===== src/rtl/isqrt_pkg.sv =====
// Shared state encoding and derived-width helpers for the iterative square-root unit.
package isqrt_pkg;

    typedef enum logic [1:0] {
        IDLE = 2'd0,
        CALC = 2'd1,
        DONE = 2'd2
    } state_t;

    function automatic int unsigned rad_w(input int unsigned w);
        return 2 * w + 2;
    endfunction

    function automatic int unsigned root_w(input int unsigned w);
        return w + 1;
    endfunction

    function automatic int unsigned rem_w(input int unsigned w);
        return w + 2;
    endfunction

endpackage


===== src/rtl/isqrt_step.sv =====
// One restoring square-root digit step: brings down two radicand bits and decides one root bit.
module isqrt_step #(
    parameter int unsigned W = 8
) (
    input  logic [W+2:0] partial_rem,
    input  logic [W:0]   partial_root,
    input  logic [1:0]   next_bits,
    output logic [W+2:0] next_rem,
    output logic         root_bit
);

    logic [W+2:0] shifted;
    logic [W+2:0] sub;
    logic [W+3:0] diff;

    // Extra top bit on the subtraction keeps the borrow visible without truncation.
    always_comb begin
        shifted  = (W+3)'({partial_rem, next_bits});
        sub      = {partial_root, 2'b01};
        diff     = {1'b0, shifted} - {1'b0, sub};
        root_bit = ~diff[W+3];
        next_rem = diff[W+3] ? shifted : diff[W+2:0];
    end

endmodule


===== src/rtl/isqrt_unit.sv =====
// Iterative integer square root: one root bit per cycle, valid/ready on both sides.
module isqrt_unit
    import isqrt_pkg::*;
#(
    parameter int unsigned W = 8
) (
    input  logic                   clk,
    input  logic                   rst_n,
    input  logic                   in_valid,
    output logic                   in_ready,
    input  logic [rad_w(W)-1:0]    radicand,
    output logic                   out_valid,
    input  logic                   out_ready,
    output logic [root_w(W)-1:0]   root,
    output logic [rem_w(W)-1:0]    rem,
    output logic                   exact
);

    localparam int unsigned RAD_W  = rad_w(W);
    localparam int unsigned ROOT_W = root_w(W);
    localparam int unsigned REM_W  = rem_w(W);
    localparam int unsigned CNT_W  = (W < 1) ? 1 : $clog2(W + 1);

    state_t             state;
    state_t             state_n;
    logic [RAD_W-1:0]   rad_sr;
    logic [W+2:0]       prem;
    logic [ROOT_W-1:0]  proot;
    logic [CNT_W-1:0]   cnt;

    logic [W+2:0]       step_rem;
    logic               step_bit;
    logic [ROOT_W-1:0]  next_root;

    isqrt_step #(.W(W)) u_step (
        .partial_rem  (prem),
        .partial_root (proot),
        .next_bits    (rad_sr[RAD_W-1 -: 2]),
        .next_rem     (step_rem),
        .root_bit     (step_bit)
    );

    assign next_root = {proot[W-1:0], step_bit};

    always_ff @(posedge clk or negedge rst_n) begin
        if (!rst_n) state <= IDLE;
        else        state <= state_n;
    end

    always_comb begin
        state_n = state;
        case (state)
            IDLE:    if (in_valid)          state_n = CALC;
            CALC:    if (cnt == '0)         state_n = DONE;
            DONE:    if (out_ready)         state_n = IDLE;
            default:                        state_n = IDLE;
        endcase
    end

    always_comb begin
        in_ready  = (state == IDLE);
        out_valid = (state == DONE);
    end

    always_ff @(posedge clk or negedge rst_n) begin
        if (!rst_n) begin
            rad_sr <= '0;
            prem   <= '0;
            proot  <= '0;
            cnt    <= '0;
            root   <= '0;
            rem    <= '0;
            exact  <= 1'b0;
        end else begin
            case (state)
                IDLE: begin
                    if (in_valid) begin
                        rad_sr <= radicand;
                        prem   <= '0;
                        proot  <= '0;
                        cnt    <= CNT_W'(W);
                    end
                end
                CALC: begin
                    rad_sr <= rad_sr << 2;
                    prem   <= step_rem;
                    proot  <= next_root;
                    if (cnt == '0) begin
                        root  <= next_root;
                        rem   <= step_rem[REM_W-1:0];
                        exact <= (step_rem == '0);
                    end else begin
                        cnt <= cnt - 1'b1;
                    end
                end
                default: ;
            endcase
        end
    end

endmodule


===== config.mk =====
export PLATFORM = sky130hd
export DESIGN_NAME = isqrt_unit
export DESIGN_NICKNAME = d
export VERILOG_FILES = /design/src/rtl/isqrt_pkg.sv /design/src/rtl/isqrt_step.sv /design/src/rtl/isqrt_unit.sv
export SDC_FILE = /design/constraint.sdc
export NUM_CORES = 1
export LEC_CHECK = 0
export CORE_ASPECT_RATIO = 0.7
export CORE_MARGIN = 4
export CORE_UTILIZATION = 40
export CTS_CLUSTER_SIZE = 20
export DETAILED_ROUTE_END_ITERATION = 6
export HOLD_SLACK_MARGIN = 0.06
export SETUP_SLACK_MARGIN = 0.02
export SYNTH_ARGS = -nofsm -noshare
export SYNTH_HDL_FRONTEND = slang
export SYNTH_SLANG_ARGS = --single-unit

===== constraint.sdc =====
create_clock -name clk -period 6.3 [get_ports clk]
set_input_delay 1.26 -clock clk [delete_from_list [all_inputs] [get_ports clk]]
set_output_delay 1.26 -clock clk [all_outputs]
set_load 0.02 [all_outputs]

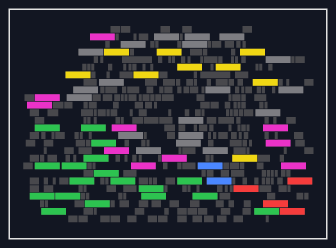
*Sequential cells coloured by netlist name, run 1*
Other sequential cells in the stronger grey, the rest of the logic in the fainter grey.
| colour | signal | sequential cells |
|---|---|---|
| yellow | `proot` | 9 |
| red | `cnt` | 4 |
| blue | `state` | 2 |
| green | `rad_sr` | 18 |
| magenta | `rem` | 10 |
not coloured: 19
seq pwr: 0.000699 W
Register Area: 0.001551 mm^2

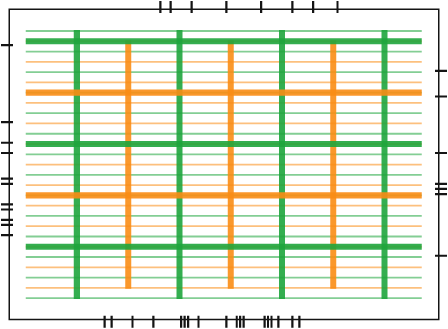
*PDN straps and rails, run 1*
Pins as bars on the die edge.
| colour | net |
|---|---|
| orange | VDD |
| green | VSS |
met1 rails: 27
rows: 26
met5 straps: 5
Core Region: 0.007417 mm^2
DIE WIDTH: 113.3 um
peak supply drop: 0.2302 mV

==> run summary, run 1 <==
Status = completed
WL met1 = 3.540 mm
Final worst slack = 3.455 ns
Yosys aoi share = 16.12%
Largest Register = rad_sr
Post-placement cell count = 458
Min-delay src = root[8]$_DFFE_PN0P_
Cell area after layout = 0.003857 mm^2
Vias in the first global route = 2417
Root buffer cell = clkbuf_8
Hold worst-path end = root[8]$_DFFE_PN0P_
Largest class = sequential cells
Asr flop ratio synth = 100.0%
# hold bufs at CTS = 0
TritonCTS clock tree = built
Top cell area share = 49.96%
Crit path launch type = flop
Number of clock-tree buffers in the layout = 11
Area fraction in mux cells = 8.219%
Via Count = 2390
Post-CTS Setup Bufs = 0
Switch Pwr = 0.001050 W
Synth Area per Inst = 9.526 um^2
Comb power = 0.00134 W
Pwr Total = 0.002428 W
Top layer reached by signal wires = met4
Max FFs per register = 18
Biggest regs = rad_sr x18, rem x10
Met3 GRT Util = 5.302%
Internal Dissipation = 0.001378 W
RSZ-0062 raised after global routing = no
Grt met2 use = 23.88%
Post-CTS Resized = 0
Inverter count = 21
Syn Inst Count = 326
Clock skew = 0.009859 ns
DR WL/cell = 14.16 um
Finished Layout Cells = 473
Buffers on Ports = 43
Pin count of the biggest net entering global routing = 63
Most numerous logic cells after layout = 62 x dfrtp_1, 61 x nand2_1, 50 x o21ai_0
Synth Cell Area = 0.003105 mm^2
Fmax = 351.5 MHz
Post-layout min period = 2.845 ns
Hold Crit Class = flop to flop
CP Data Required Time = 5.04 ns
Register-to-register setup slack = 3.75 ns
P&R area growth vs syn = 24.21%
Cells on Worst Hold Path = 2
MI comb area = 0.001428 mm^2
Final #Nets = 405
Crit path buf inv count = 2
Comb power frac = 55.1%
Antenna Cells = 0
Non-CTS buffers = 47
Synth Area in Adders = 4.835%
XOR/XNOR Area Share = 2.256%
Final core utilization = 52.01%
Final hold vios = 0
Cell Rows = 26
Clock power frac = 16.1%
End of the critical path = out_valid
CP Max Fanout = 5
Top power group = combinational cells
Commonest cells post-synth = 62 x dfrtp_1, 61 x nand2_1, 50 x o21ai_0
Synth warn = 0
CTS buffer count = 9
Crit-path max cell delay = 0.59 ns
Seq pwr share = 28.8%
I/O pins = 44
Crit path DAT = 1.58 ns
DRC Markers = 0
Max stage delay cell, worst path = clkdlybuf4s50_1
Initial antenna violation count = 0
Synth area leader = dfrtp_1
Fraction of area in registers = 40.22%
P_leak = 1.744 nW
Non-clock buffering overhead = 11.81%
Log Warnings = 27
Worst-margin pin slew = 0.7795 ns
YS chip area = 0.003105 mm^2
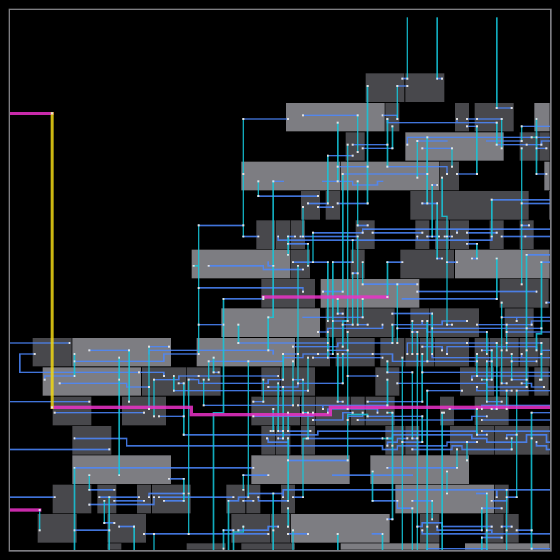
*Zoomed window, run 1*
Window x 3 to 53, y 32 to 82 um. Cells in grey, sequential cells in the stronger grey; small squares are vias.
| colour | layer |
|---|---|
| yellow | met4 |
| cyan | met2 |
| blue | met1 |
| magenta | met3 |
netlist names of flops here include: `prem` (4), `rem` (4), `proot` (3)
most frequent: nand2_1 (17), dfrtp_1 (16), o21ai_0 (11)
sequential cells in the window: 16
cells with their middle in the window: 97

==> run 2, diff against run 1 <==
Clock period 6.3 ns to 2.48 ns, I/O delays scaled along.
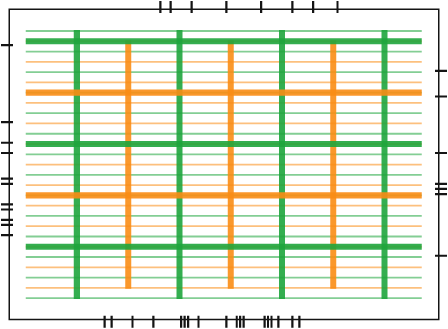
*PDN straps and rails, run 2*
Pins as bars on the die edge.
| colour | net |
|---|---|
| green | VSS |
| orange | VDD |
met1 rails: 27
signal pins: 44
rows: 26
met4 straps: 7
met5 straps: 5

==> run summary, run 2 <==
Status = completed
Finished Layout Cells = 484 (+2.3%)
Antenna Cells = 0 (unchanged)
End of the critical path = rem[8]$_DFFE_PN0P_
Dominant logic cell type in the layout = dfrtp_1
Most numerous logic cells after layout = 62 x dfrtp_1, 61 x nand2_1, 48 x o21ai_0
Vias in the first global route = 2417 (unchanged)
DIE WIDTH = 113.3 um (unchanged)
WL met1 = 3.518 mm (-0.62%)
Cell Rows = 26 (unchanged)
Clock power frac = 15.7% (-0.4 points)
FP Core Util = 41.87%
Max stage delay cell, worst path = dfrtp_1
Synth Area in Adders = 4.835% (unchanged)
Top layer reached by signal wires = met4
Internal Dissipation = 0.003769 W (+170%)
Fmax = 425.6 MHz
Log Warnings = 27 (unchanged)
Non-clock buffering overhead = 13.44% (+1.6 points)
Asr flop ratio synth = 100.0% (unchanged)
Largest Register = rad_sr
Root buffer cell = clkbuf_8
Crit-path max cell delay = 0.41 ns (-0.18 ns)
Biggest regs = rad_sr x18, rem x10
Pin count of the biggest net entering global routing = 45 (-29%)
Initial antenna violation count = 0 (unchanged)
Post-CTS Setup Bufs = 0 (unchanged)
Top power group = combinational cells
Crit path buf inv count = 0 (-2)
Final #Nets = 415 (+2.5%)
Top cell area share = 49.96% (unchanged)
P&R area growth vs syn = 28.28%
Final core utilization = 53.71% (+1.7 points)
Post-layout min period = 2.350 ns
Peak supply drop = 0.8121 mV (+250%)
Via Count = 2448 (+2.4%)
Number of clock-tree buffers in the layout = 13 (+2)
Inverter count = 21 (unchanged)
Seq pwr = 0.00178 W (+150%)
RSZ-0062 raised after global routing = no
Max FFs per register = 18 (unchanged)
DRC Markers = 0 (unchanged)
Grt met2 use = 24.94% (+1.1 points)
Non-CTS buffers = 56 (+19%)
Yosys aoi share = 16.12% (unchanged)
Final hold vios = 0 (unchanged)
I/O pins = 44 (unchanged)
TritonCTS clock tree = built
Synth Area per Inst = 9.526 um^2 (unchanged)
DR WL/cell = 14.17 um (about the same)
CP Data Required Time = 2.71 ns (-2.33 ns)
Crit path DAT = 2.58 ns (+1.00 ns)
Comb power frac = 57.2% (+2.1 points)
Cell area after layout = 0.003984 mm^2 (+3.3%)
Worst-margin pin slew = 0.6608 ns (-0.1188 ns)
Register-to-register setup slack = 0.13 ns (-3.62 ns)
Crit path launch type = flop
Syn Inst Count = 326 (unchanged)
Register Area = 0.001551 mm^2 (unchanged)
Met3 GRT Util = 4.492% (-0.81 points)
CTS buffer count = 9 (unchanged)
Post-placement cell count = 462 (+0.87%)
Clock skew = 0.008910 ns (-0.0009493 ns)
# hold bufs at CTS = 0 (unchanged)
Fraction of area in registers = 38.94% (-1.3 points)
Synth Cell Area = 0.003105 mm^2 (unchanged)
Synth warn = 0 (unchanged)
Synth area leader = dfrtp_1
Seq pwr share = 27.1% (-1.7 points)
Area fraction in mux cells = 8.219% (unchanged)
Comb power = 0.00376 W (+180%)
Final worst slack = 0.1303 ns (-3.325 ns)
XOR/XNOR Area Share = 2.256% (unchanged)
Switch Pwr = 0.002799 W (+170%)
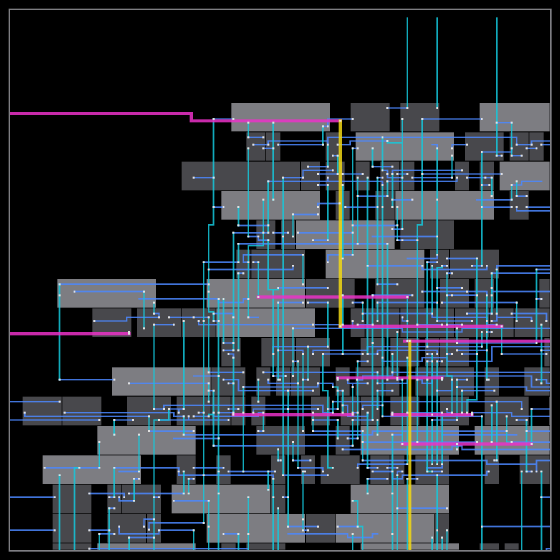
*Zoomed window, run 2*
Window x 3 to 53, y 32 to 82 um. Cells in grey, sequential cells in the stronger grey; small squares are vias.
| colour | layer |
|---|---|
| cyan | met2 |
| magenta | met3 |
| blue | met1 |
| yellow | met4 |
sequential cells in the window: 20
cells with their middle in the window: 111
netlist names of flops here include: `rem` (5), `prem` (4), `proot` (4)
most frequent: dfrtp_1 (20), nand2_1 (19), o21ai_0 (11)

==> run 3, diff against run 2 <==
Settings changed: SETUP_SLACK_MARGIN 0.02 to 0.1.
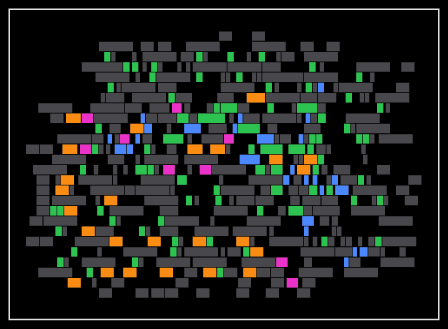
*Logic cells by family, run 3*
| colour | family | cells |
|---|---|---|
| orange | multiplexers | 25 |
| green | inverting AOI/OAI gates | 76 |
| blue | NOR gates | 26 |
| magenta | AND-OR and OR-AND gates | 9 |
Comb area share: 37.62%
Finished Layout Cells: 481

==> run summary, run 3 <==
WL met1 = 3.477 mm (-1.2%)
Fillcell total = 702
Final hold vios = 0 (unchanged)
Status = completed
Cell Rows = 26 (unchanged)
DRC Markers = 0 (unchanged)
CTS buffer count = 9 (unchanged)
RSZ-0062 raised after global routing = yes
Synth Cell Area = 0.003105 mm^2 (unchanged)
Switch Pwr = 0.002875 W (+2.7%)
EDFF count, synth = 0
Final worst slack = 0.1541 ns (+0.02384 ns)
Syn Inst Count = 326 (unchanged)
Synth warn = 0 (unchanged)
Initial antenna violation count = 0 (unchanged)
Max FFs per register = 18 (unchanged)
Crit-path max cell delay = 0.42 ns (about the same)
Grt met2 use = 24.94% (unchanged)
Root buffer cell = clkbuf_8
Area fraction in mux cells = 8.219% (unchanged)
Seq pwr share = 26.8% (-0.3 points)
Comb power frac = 57.7% (+0.5 points)
FP Core Util = 41.87% (unchanged)
Top layer reached by signal wires = met4
XOR/XNOR Area Share = 2.256% (unchanged)
Non-CTS buffers = 53 (-5.4%)
Top cell area share = 49.96% (unchanged)
Vias in the first global route = 2420 (+0.12%)
Yosys aoi share = 16.12% (unchanged)
HPWL after DPL = 4.948 mm
# hold bufs at CTS = 0 (unchanged)
Fraction of area in registers = 38.71% (-0.23 points)
RePlAce Congestion = 0.9309
CP Data Required Time = 2.72 ns (about the same)
Number of clock-tree buffers in the layout = 13 (unchanged)
Synth Area per Inst = 9.526 um^2 (unchanged)
Clock power frac = 15.5% (-0.2 points)
CP Capture Type = flop
DIE WIDTH = 113.3 um (unchanged)
Non-clock buffering overhead = 12.80% (-0.64 points)
P&R area growth vs syn = 29.05%
Register Area = 0.001551 mm^2 (unchanged)
Log Warnings = 29 (+7.4%)
TritonCTS clock tree = built
Comb power = 0.00383 W (+2%)
Register area share after synthesis = 49.96%
Synth area leader = dfrtp_1
Pin count of the biggest net entering global routing = 45 (unchanged)
CP Max Fanout = 4
Crit path DAT = 2.57 ns (about the same)
Top power group = combinational cells
Most numerous logic cells after layout = 62 x dfrtp_1, 61 x nand2_1, 48 x o21ai_0
Worst-margin pin slew = 0.6719 ns (+0.01115 ns)
Crit path launch type = flop
Cell area after layout = 0.004008 mm^2 (+0.60%)
DR WL/cell = 14.36 um (+1.3%)
Met3 GRT Util = 4.492% (unchanged)
Register-to-register setup slack = 0.15 ns (+0.02 ns)
Antenna Cells = 0 (unchanged)
Largest Register = rad_sr
Max stage delay cell, worst path = or3_1
Asr flop ratio synth = 100.0% (unchanged)
I/O pins = 44 (unchanged)
Post-CTS Setup Bufs = 2 (+2)
Inverter count = 21 (unchanged)
Synth Area in Adders = 4.835% (unchanged)
Worst Setup SP = prem[0]$_DFFE_PN0P_
Registers, synthesis = 62
P_leak = 1.789 nW
End of the critical path = exact$_DFFE_PN0P_
Most frequent cell after synthesis = dfrtp_1
Final #Nets = 412 (-0.72%)
Final core utilization = 54.03% (+0.32 points)
Crit path buf inv count = 0 (unchanged)
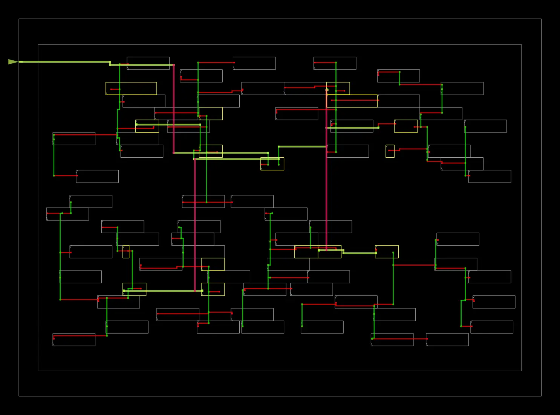
*Clock routing, run 3*
TritonCTS Sinks: 62
clock skew: 0.008990 ns

Power and IR drop assume default switching activity.
